`config.mk`:
```
export PLATFORM = sky130hd
export DESIGN_NAME = parser_ctrl_flat
export DESIGN_NICKNAME = d
export VERILOG_FILES = /design/src/rtl/parser_ctrl_if.sv /design/src/rtl/parser_ctrl.sv /design/src/flat_wrapper.sv
export SDC_FILE = /design/constraint.sdc
export NUM_CORES = 1
export LEC_CHECK = 0
export CAP_MARGIN = 20
export CORE_ASPECT_RATIO = 1.25
export CORE_MARGIN = 5
export CORE_UTILIZATION = 28
export CTS_BUF_LIST = sky130_fd_sc_hd__clkbuf_4 sky130_fd_sc_hd__clkbuf_8 sky130_fd_sc_hd__clkbuf_16
export CTS_CLUSTER_SIZE = 12
export DETAILED_ROUTE_END_ITERATION = 16
export RECOVER_POWER = 50
export SLEW_MARGIN = 15
export SYNTH_ARGS = -nofsm -noshare
export SYNTH_HDL_FRONTEND = slang
export SYNTH_SLANG_ARGS = --single-unit
```
`constraint.sdc`:
```
create_clock -name clk -period 3.5 [get_ports clk]
set_input_delay 0.7 -clock clk [delete_from_list [all_inputs] [get_ports clk]]
set_output_delay 0.7 -clock clk [all_outputs]
set_load 0.02 [all_outputs]
```
`src/rtl/parser_ctrl_if.sv`:
```
// Signal bundle between the L2 parser sequencer and its surroundings: ingress stream,
// byte-position counter strobes, header capture/handshake and frame statistics.
interface parser_ctrl_if #(
  parameter int CNT_WIDTH = 32
);
  logic                 s_valid;
  logic                 s_last;
  logic                 s_ready;
  logic                 ctr_frame_start;
  logic                 ctr_beat;
  logic                 ctr_header_done;
  logic                 hdr_capture;
  logic                 hdr_valid;
  logic                 hdr_ready;
  logic                 runt_err;
  logic [CNT_WIDTH-1:0] frame_cnt;
  logic [CNT_WIDTH-1:0] runt_cnt;

  // Sequencer view
  modport slave (
    input  s_valid, s_last, ctr_header_done, hdr_ready,
    output s_ready, ctr_frame_start, ctr_beat, hdr_capture, hdr_valid,
           runt_err, frame_cnt, runt_cnt
  );

  // Environment view (ingress source, counter, classifier)
  modport master (
    output s_valid, s_last, ctr_header_done, hdr_ready,
    input  s_ready, ctr_frame_start, ctr_beat, hdr_capture, hdr_valid,
           runt_err, frame_cnt, runt_cnt
  );
endinterface

```
`src/rtl/parser_ctrl.sv`:
```
// Frame-level sequencer for the L2 parser front end: qualifies ingress beats, drives the
// byte-position counter and header capture, hands the header downstream, counts frames/runts.
module parser_ctrl #(
  parameter int DATA_WIDTH          = 64,
  parameter int L2_HEADER_MAX_BYTES = 18,
  parameter int CNT_WIDTH           = 32
) (
  input  logic         clk,
  input  logic         rst_n,
  parser_ctrl_if.slave bus
);

  if (((DATA_WIDTH % 8) != 0) || (L2_HEADER_MAX_BYTES < 1) || (CNT_WIDTH < 1)) begin : g_param_check
    $error("parser_ctrl: illegal parameterisation");
  end

  localparam logic [1:0] S_HDR   = 2'd0;
  localparam logic [1:0] S_HOLD  = 2'd1;
  localparam logic [1:0] S_PAY   = 2'd2;
  localparam logic [1:0] S_START = 2'd3;

  localparam logic [CNT_WIDTH-1:0] CNT_ONE = {{(CNT_WIDTH-1){1'b0}}, 1'b1};

  logic [1:0]           state_r;
  logic [1:0]           state_nxt_s;
  logic                 last_seen_r;
  logic                 last_seen_nxt_s;
  logic                 hdr_valid_r;
  logic                 hdr_valid_nxt_s;
  logic                 runt_err_r;
  logic                 runt_err_nxt_s;
  logic [CNT_WIDTH-1:0] frame_cnt_r;
  logic [CNT_WIDTH-1:0] frame_cnt_nxt_s;
  logic [CNT_WIDTH-1:0] runt_cnt_r;
  logic [CNT_WIDTH-1:0] runt_cnt_nxt_s;
  logic                 s_ready_s;
  logic                 acc_s;
  logic                 hdr_beat_s;

  // Ingress is only taken while parsing header or payload; HOLD and START backpressure it
  assign s_ready_s  = (state_r == S_HDR) || (state_r == S_PAY);
  assign acc_s      = bus.s_valid & s_ready_s;
  assign hdr_beat_s = acc_s & (state_r == S_HDR);

  // Next-state and statistics decode
  always_comb begin
    state_nxt_s     = state_r;
    last_seen_nxt_s = last_seen_r;
    hdr_valid_nxt_s = hdr_valid_r;
    runt_err_nxt_s  = 1'b0;
    frame_cnt_nxt_s = frame_cnt_r;
    runt_cnt_nxt_s  = runt_cnt_r;
    case (state_r)
      S_HDR: begin
        if (acc_s && bus.ctr_header_done) begin
          hdr_valid_nxt_s = 1'b1;
          last_seen_nxt_s = bus.s_last;
          state_nxt_s     = S_HOLD;
          if (bus.s_last) begin
            frame_cnt_nxt_s = frame_cnt_r + CNT_ONE;
          end else begin
            frame_cnt_nxt_s = frame_cnt_r;
          end
        end else if (acc_s && bus.s_last) begin
          // Frame ended before the header window filled
          runt_err_nxt_s = 1'b1;
          runt_cnt_nxt_s = runt_cnt_r + CNT_ONE;
          state_nxt_s    = S_START;
        end else begin
          state_nxt_s = S_HDR;
        end
      end
      S_HOLD: begin
        if (bus.hdr_ready) begin
          hdr_valid_nxt_s = 1'b0;
          if (last_seen_r) begin
            state_nxt_s = S_START;
          end else begin
            state_nxt_s = S_PAY;
          end
        end else begin
          state_nxt_s = S_HOLD;
        end
      end
      S_PAY: begin
        if (acc_s && bus.s_last) begin
          frame_cnt_nxt_s = frame_cnt_r + CNT_ONE;
          state_nxt_s     = S_START;
        end else begin
          state_nxt_s = S_PAY;
        end
      end
      S_START: begin
        state_nxt_s = S_HDR;
      end
      default: begin
        // Unreachable encoding: drop any pending header and restart cleanly
        state_nxt_s     = S_START;
        hdr_valid_nxt_s = 1'b0;
        last_seen_nxt_s = 1'b0;
      end
    endcase
  end

  // State and output registers
  always_ff @(posedge clk or negedge rst_n) begin
    if (!rst_n) begin
      state_r     <= S_HDR;
      last_seen_r <= 1'b0;
      hdr_valid_r <= 1'b0;
      runt_err_r  <= 1'b0;
      frame_cnt_r <= {CNT_WIDTH{1'b0}};
      runt_cnt_r  <= {CNT_WIDTH{1'b0}};
    end else begin
      state_r     <= state_nxt_s;
      last_seen_r <= last_seen_nxt_s;
      hdr_valid_r <= hdr_valid_nxt_s;
      runt_err_r  <= runt_err_nxt_s;
      frame_cnt_r <= frame_cnt_nxt_s;
      runt_cnt_r  <= runt_cnt_nxt_s;
    end
  end

  assign bus.s_ready         = s_ready_s;
  assign bus.ctr_beat        = hdr_beat_s;
  assign bus.hdr_capture     = hdr_beat_s;
  assign bus.ctr_frame_start = (state_r == S_START);
  assign bus.hdr_valid       = hdr_valid_r;
  assign bus.runt_err        = runt_err_r;
  assign bus.frame_cnt       = frame_cnt_r;
  assign bus.runt_cnt        = runt_cnt_r;

endmodule

```
`src/flat_wrapper.sv`:
```
// flat-port wrapper written by rule: the top's interface ports become plain ports
module parser_ctrl_flat 
#(
  parameter int DATA_WIDTH          = 64,
  parameter int L2_HEADER_MAX_BYTES = 18,
  parameter int CNT_WIDTH           = 32
)
  (clk, rst_n, bus_s_valid, bus_s_last, bus_ctr_header_done, bus_hdr_ready, bus_s_ready, bus_ctr_frame_start, bus_ctr_beat, bus_hdr_capture, bus_hdr_valid, bus_runt_err, bus_frame_cnt, bus_runt_cnt);
  parser_ctrl_if #(.CNT_WIDTH(CNT_WIDTH)) bus_i ();
  input  logic clk;
  input  logic rst_n;
  input wire logic [$bits(bus_i.s_valid)-1:0] bus_s_valid;
  input wire logic [$bits(bus_i.s_last)-1:0] bus_s_last;
  input wire logic [$bits(bus_i.ctr_header_done)-1:0] bus_ctr_header_done;
  input wire logic [$bits(bus_i.hdr_ready)-1:0] bus_hdr_ready;
  output wire logic [$bits(bus_i.s_ready)-1:0] bus_s_ready;
  output wire logic [$bits(bus_i.ctr_frame_start)-1:0] bus_ctr_frame_start;
  output wire logic [$bits(bus_i.ctr_beat)-1:0] bus_ctr_beat;
  output wire logic [$bits(bus_i.hdr_capture)-1:0] bus_hdr_capture;
  output wire logic [$bits(bus_i.hdr_valid)-1:0] bus_hdr_valid;
  output wire logic [$bits(bus_i.runt_err)-1:0] bus_runt_err;
  output wire logic [$bits(bus_i.frame_cnt)-1:0] bus_frame_cnt;
  output wire logic [$bits(bus_i.runt_cnt)-1:0] bus_runt_cnt;
  assign bus_i.s_valid = bus_s_valid;
  assign bus_i.s_last = bus_s_last;
  assign bus_i.ctr_header_done = bus_ctr_header_done;
  assign bus_i.hdr_ready = bus_hdr_ready;
  assign bus_s_ready = bus_i.s_ready;
  assign bus_ctr_frame_start = bus_i.ctr_frame_start;
  assign bus_ctr_beat = bus_i.ctr_beat;
  assign bus_hdr_capture = bus_i.hdr_capture;
  assign bus_hdr_valid = bus_i.hdr_valid;
  assign bus_runt_err = bus_i.runt_err;
  assign bus_frame_cnt = bus_i.frame_cnt;
  assign bus_runt_cnt = bus_i.runt_cnt;
  parser_ctrl #(.DATA_WIDTH(DATA_WIDTH), .L2_HEADER_MAX_BYTES(L2_HEADER_MAX_BYTES), .CNT_WIDTH(CNT_WIDTH)) u_core (.clk(clk), .rst_n(rst_n), .bus(bus_i));
endmodule
```
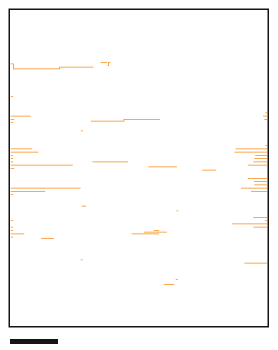
met3.png
Scale bar: 20 um.
- share of all routed wire: 4.7%
- main direction: horizontal
routing usage on met3: 2.99%
sum of routed wire length over all layers: 7890 um
total number of vias: 2513

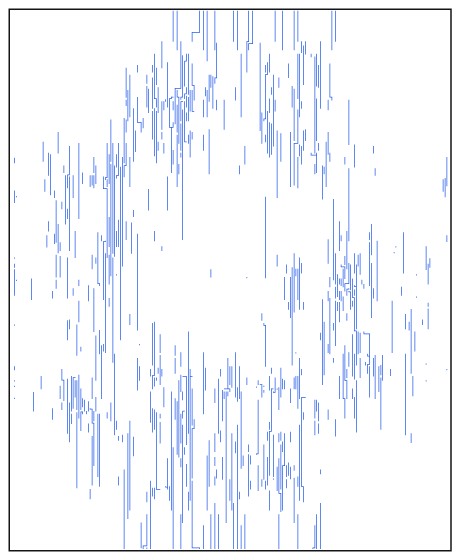
met2.png
- main direction: vertical
- wire length on this layer: 3750 um
- longest straight run: 42.2 um
- nets with wire on the layer: 342
- share of all routed wire: 48%
global-route track usage on met2: 18.2%

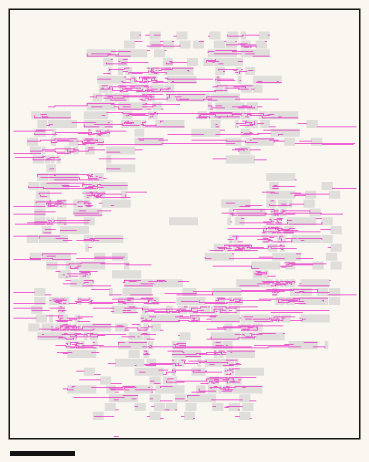
met1.png
Scale bar: 20 um. Cells faint in the background.
- share of all routed wire: 46%
- nets with wire on the layer: 335
met1 track utilization from global routing: 15.9%

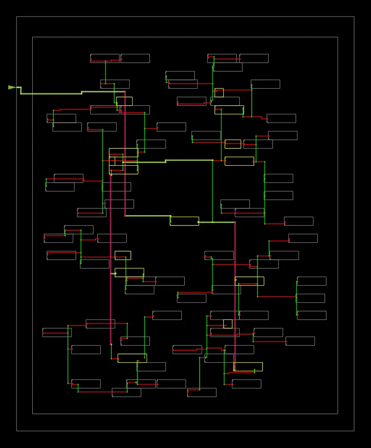
final_clocks.png
CTS sink cnt: 69
source-to-sink clock delay at the later pin of the worst-skew pair: 330 ps

==> GITHUB_STEP_SUMMARY <==
### Yosys + OpenROAD results

| Metric | Value |
|---|---|
| Outcome | finished with violations |
| Violated checks | max-capacitance violations, max-slew violations |
| Leading area contributor after synthesis | sky130_fd_sc_hd__dfrtp_1 |
| Clock-pin slew on the worst setup and hold paths | 50 ps |
| Static Leakage | 0.00207 uW |
| Stages on worst setup path | 3 |
| Number of multi-input logic gates | 208 |
| Total global routing track utilization | 12.0% |
| Setup repair after global routing missed its margin | no |
| Register share of the cell area | 38.5% |
| Finished Core Util | 38.6% |
| Sequential cell area in the final layout | 0.00173 mm2 |
| Final max-slew violation count | 40 |
| Count of library flops with an enable pin | 0 |
| Well-Tap Cells | 161 |
| Reg2reg setup slack | 1280 ps |
| Cell depth of the worst flop-to-flop path | 5 |
| I/O Pins | 76 |
| Antenna violations before repair | 0 |
| Maximum number of pins on one net before global-route repair | 40 |
| Slowest stage cell, crit path | sky130_fd_sc_hd__clkdlybuf4s50_1 |
| Capture endpoint of the worst hold path | u_core.bus.frame_cnt[31] |
| Clock tree from TritonCTS | built |
| Worst IR drop on VDD | 0.000256 V |
| Cells along the critical path | dlygate4sd3_1 -> and3_1 -> clkdlybuf4s50_1 |
| Finished Layout Cells | 545 |
| Most common cell in the synthesized netlist | sky130_fd_sc_hd__dfrtp_1 |
| Area contributors post-synth | sky130_fd_sc_hd__dfrtp_1 (52%), sky130_fd_sc_hd__xor2_1 (11%), sky130_fd_sc_hd__xnor2_1 (5.8%) |
| Max-cap violation count | 1 |
| Setup Fix Bufs, Post-CTS | 0 |
Power and IR drop assume default switching activity.
